### Cells colored by class

Scale bar: 20 µm.
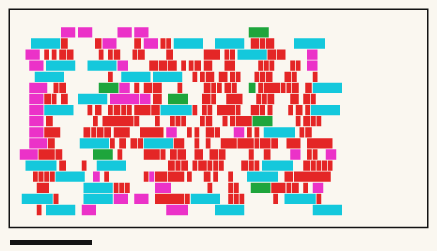
### Wires at chosen ports, followed through buffers

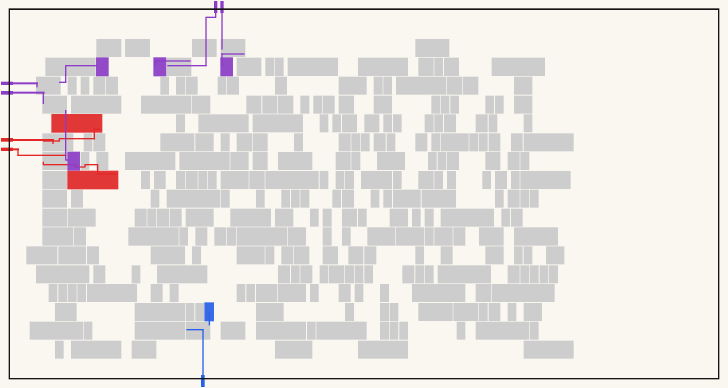
### Routed metal per tile

Scale bar: 20 µm. The die is cut into 20 by 11 equal tiles; dark purple is low, yellow is high, scaled to the fullest tile. Values are wire area over tile area, all layers added.
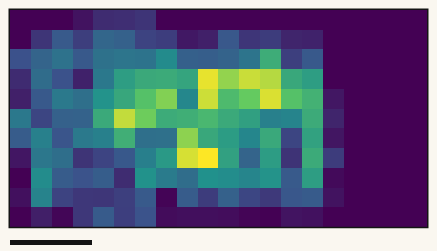
### Cells by drive strength

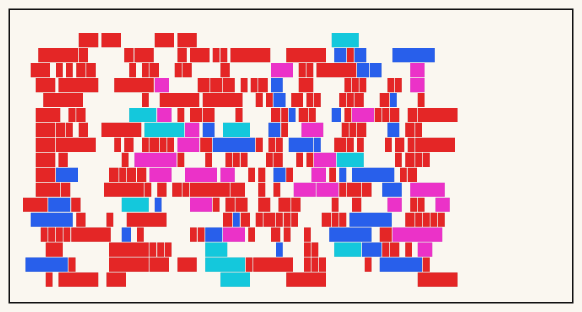
==> config.mk <==
export PLATFORM = sky130hd
export DESIGN_NAME = reg_wr_ctrl
export DESIGN_NICKNAME = d
export VERILOG_FILES = /design/src/rtl/reg_wr_ctrl.sv
export SDC_FILE = /design/constraint.sdc
export NUM_CORES = 1
export LEC_CHECK = 0
export ABC_AREA = 1
export CAP_MARGIN = 20
export CORE_ASPECT_RATIO = 0.5
export CORE_MARGIN = 2
export CORE_UTILIZATION = 35
export DETAILED_ROUTE_END_ITERATION = 8
export GPL_TIMING_DRIVEN = 0
export SLEW_MARGIN = 20
export SYNTH_ARGS = -nofsm -noshare
export SYNTH_HDL_FRONTEND = slang
export SYNTH_SLANG_ARGS = --single-unit
==> constraint.sdc <==
create_clock -name clk -period 1.7 [get_ports clk]
set_clock_uncertainty 0.2 [all_clocks]
set_input_delay 0.34 -clock clk [delete_from_list [all_inputs] [get_ports clk]]
set_output_delay 0.34 -clock clk [all_outputs]
set_load 0.005 [all_outputs]
==> changes_impl.md <==
### Metrics

* Cell type group with the largest total delay on the critical path: simple AND/OR/NAND/NOR gates
* Worst hold path stage count at 2
* Endpoint type of the worst setup path: register
* Total cell area reported by yosys after synthesis at 1687 µm²
* Pwr per Cell Area at 643.6 nW/µm²
* Sequential cell area fraction in the yosys report at 36.80%
* Final hold slack at 0.2063 ns
* Worst hold-check path type: register to register
* Clock transition at path regs at 0.06 ns
* Cells along the critical path: ha_4 -> nand3_4 -> nor2_4 -> nand4_4 -> nand2_4 -> buf_8 -> nor2_1 -> o21ai_1 -> nor2_1
* Total clock sinks at 31
* Kind of start point of the critical path: register
* YS warnings at 0
* 1st-iter DRT viols at 106
* Final TNS setup at -0.1845 ns
* Required time at the endpoint of the critical path at 1.68 ns
* Floorplan core density at 37.40%
* Buffer cell driving the clock tree root: sky130_fd_sc_hd__clkbuf_8
* Power dissipated in sequential cells at 739 µW
* Post-synthesis instance area at 1687 µm²
* TritonCTS Buffers at 5
* Die area at 5424 µm²
* Comb area at 996.0 µm²
* Share of final-layout standard cells stronger than drive strength 1 at 23.76%
* Clock latency at the later pin of the worst-skew pair at 0.28 ns
* Power group with the highest consumption: sequential cells
* Post-route DRC violation count at 0
* Clk power at 585 µW
* Number of flip-flops under the largest register name at 16
* Peak supply drop at 0.3923 mV
* Total internal power at 1.102 mW
* Max stage delay on crit path at 0.35 ns
* Via count of the first global-routing pass at 1572
* Total number of warnings across the stage logs at 28
* Number of fill cells in the layout at 459
* Final Power at 1.441 mW
* Status: finished, violations left
* Count of different cell masters after synthesis at 33
* First-pass DRT Iterations at 4
* Worst endpoint data arrival time at 1.72 ns
* Number of cells produced by synthesis at 246
* X dimension of the die at 102.2 µm
* Clock tree from TritonCTS: built
* Cell taking the most area after synthesis: sky130_fd_sc_hd__dfxtp_1
* Area of all sequential standard cells at 630.6 µm²
* Worst-case headroom to the max-slew limit at 71.96%
* Synthesized netlist net count at 257
* Max Cap Viol at 0
* Register bit count reported by yosys at 31
* Setup slack of the most critical reg-to-reg path at -0.05 ns
* Most frequent cell on the critical path: sky130_fd_sc_hd__nor2_1
* Net switching power of the design at 338.9 µW
* Worst path depth at 9
* Worst slack, placed at -0.2420 ns
* Share of power burned in registers at 51.3%
* Remaining Overflow, GRT at 0
* Placed cell count at 330
* Post-route minimum period at 1.747 ns
* Reported combinational group power at 116 µW
* Setup slack of the critical path after layout at -0.04677 ns
* Pin slew with the least headroom to its limit at 0.4206 ns
* Cells taking the most area after synthesis: sky130_fd_sc_hd__dfxtp_1, sky130_fd_sc_hd__nand2_1, sky130_fd_sc_hd__nor2_1, sky130_fd_sc_hd__inv_1, sky130_fd_sc_hd__nand4_1
* Number of setup violations in the final report at 13
* Timing-limited maximum frequency at 572.5 MHz
* Maximum number of pins on one net before global-route repair at 12
* Global-route wire length before repair at 7120 µm
* Hold-fix buffers, CTS at 0
* Instance area at placement at 1949 µm²
* Initial antenna violation count at 0
* Pins over their slew limit at 0
* Lkg Pwr at 0.9134 nW
* Switching share of power at 23.52%
* CTS H-Tree Depth at 2
* CTS max path bufs at 2
* Total number of nets in the final design at 293
* Sum of buffers and inverters on the critical path at 1
* Worst reg2reg path depth at 9
* Fraction of power consumed by combinational cells at 8.0%
* Synthesized area divided by synthesized cell count at 6.856 µm²
* Antenna diode count at 0
* Detailed placement HPWL at 2885 µm
* Total count of hold-check failures in the final report at 0
* Maximum fanout count along the critical path at 10
* Placer congestion estimate at 0.8471
* Cells in synth_stat.txt at 246
* Final period util at 102.8%
* Post-route antenna net violation count at 0
* Clock network fraction of design power at 40.6%
* Cell with the largest stage delay on the worst path: sky130_fd_sc_hd__dfxtp_2
* Height of the die at 53.09 µm
* Worst setup path category: register to register
* Finished Layout Cells at 348
* Violations in the final reports: setup timing
* Unrepaired setup endpoints after global routing: true
* Max-area cell share at 36.80%
* Via-per-instance ratio at 4.787
-- 'Cells colored by class' (at the start) --
Cyan stands for flops, cells 31, share of their area 29%. Magenta stands for other buffers and delay cells, cells 33, share of their area 15%. Green stands for clock drivers and dummy loads, cells 7, share of their area 4.1%. Red stands for all other logic, cells 211, share of their area 52%.
Seq area share: 28.17%
Placeable Area: 4509 µm²
Row Count: 17
post-layout util: 49.64%
final std cell area, no fill: 2238 µm²

-- 'Wires at chosen ports, followed through buffers' (at the start) --
Blue stands for btn, bits 1, direction input, edge bottom, end cells 1, buffers 1, wire 10.8 µm. Red stands for wr_addr, bits 2, direction output, edge left, end cells 2, buffers 2, wire 37.6 µm. Purple stands for sw_data, bits 4, direction input, edge 2 left, 2 top, end cells 4, buffers 4, wire 55.8 µm.
number of input and output port buffers inserted: 18
IO Count: 20

-- 'Routed metal per tile' (at the start) --
The emptiest ninth of the die: upper right. The densest ninth of the die: center. 31% of the tiles are nearly empty. 21% of the tiles are over half the peak.
post-DR wirelength/cell: 12.02 µm
WL final: 4184 µm
gr usage total: 17.17%
via total after detailed routing: 1666

-- 'Cells by drive strength' (at the start) --
Cyan stands for drive 6 and up, cells 10. Blue stands for drive 2, cells 33. Red stands for drive 1 or less, cells 215. Magenta stands for drive 3 to 4, cells 24.
area delta synth->final: 32.72%
setup slack of the critical path after layout: -0.04677 ns
total of plain and repair buffers excluding clock buffers: 33

-- final cells by class --
type / count / share of cell area (%)
clock inverters: 1 / 0.2236
plain buffers: 5 / 1.901
inverters: 33 / 5.534
flip-flops and latches: 31 / 28.17
clock buffers: 6 / 3.689
repair buffers: 28 / 12.30
well taps: 66 / 3.689
multi-input cells: 178 / 44.49
-- cell usage after synthesis --
| library cell | instances |
|---|---|
| sky130_fd_sc_hd__nand2_2 | 2 |
| sky130_fd_sc_hd__nand2_4 | 1 |
| sky130_fd_sc_hd__nand4_4 | 1 |
| sky130_fd_sc_hd__nor2_4 | 3 |
| sky130_fd_sc_hd__a21oi_1 | 11 |
| sky130_fd_sc_hd__o21ai_1 | 7 |
| sky130_fd_sc_hd__mux2_2 | 2 |
| sky130_fd_sc_hd__nand3_2 | 1 |
| sky130_fd_sc_hd__nor2_1 | 45 |
| sky130_fd_sc_hd__o21ai_0 | 11 |
| sky130_fd_sc_hd__or2_1 | 1 |
| sky130_fd_sc_hd__nand2_1 | 48 |
| sky130_fd_sc_hd__xor2_1 | 1 |
| sky130_fd_sc_hd__nor3_2 | 1 |
| sky130_fd_sc_hd__buf_6 | 2 |
| sky130_fd_sc_hd__nor2_8 | 1 |
| sky130_fd_sc_hd__nor4_1 | 1 |
| sky130_fd_sc_hd__nor3_1 | 9 |
| sky130_fd_sc_hd__buf_2 | 1 |
| sky130_fd_sc_hd__a31oi_1 | 1 |
| sky130_fd_sc_hd__nand4_2 | 1 |
| sky130_fd_sc_hd__nand4_1 | 10 |
| sky130_fd_sc_hd__dfxtp_1 | 31 |
| sky130_fd_sc_hd__o21ai_2 | 1 |
| sky130_fd_sc_hd__clkbuf_1 | 1 |
| sky130_fd_sc_hd__buf_4 | 1 |
| sky130_fd_sc_hd__o21bai_1 | 1 |
| sky130_fd_sc_hd__inv_1 | 27 |
| sky130_fd_sc_hd__ha_1 | 1 |
| sky130_fd_sc_hd__inv_2 | 6 |
| sky130_fd_sc_hd__nand3b_1 | 2 |
| sky130_fd_sc_hd__nor2_2 | 5 |
| sky130_fd_sc_hd__nand3_1 | 9 |
-- metal layers --
layer | up-vias | wire, µm | global-route usage [%]
met5 | - | 0 | 0
met1 | 752 | 1980 | 22.29
li1 | 864 | - | -
met4 | 0 | 73 | 6.000
met2 | 41 | 1930 | 28.62
met3 | 9 | 199 | 3.567
-- cell usage in the layout, fill, tap and decap left out, drive strengths merged, types with 2 or more instances in the layout --
| cell type | n |
|---|---|
| buf | 14 |
| o21ai | 19 |
| nand3b | 2 |
| dlymetal6s2s | 3 |
| clkbuf | 7 |
| nor2 | 55 |
| nand2 | 51 |
| nand3 | 10 |
| nor3 | 10 |
| nand4 | 12 |
| dfxtp | 31 |
| mux2 | 2 |
| a21oi | 11 |
| inv | 33 |
| clkdlybuf4s50 | 15 |
-- logic make-up after synthesis --
family	synth area share (%)
AND-OR/OR-AND	9.941
flip-flops	36.80
XOR/XNOR	0.5194
AND/OR/NAND/NOR	41.02
buffers and inverters	9.644
adder cells (fa/ha/maj)	0.7417
multiplexers	1.335
-- repair_timing --
item                       4_1_cts  5_1_grt
setup endpoints to repair       26       27
gates cloned                     1        0
resized                         13       21
pin swaps                        4       12
setup buffers                    6        4
Power and IR drop assume default switching activity.
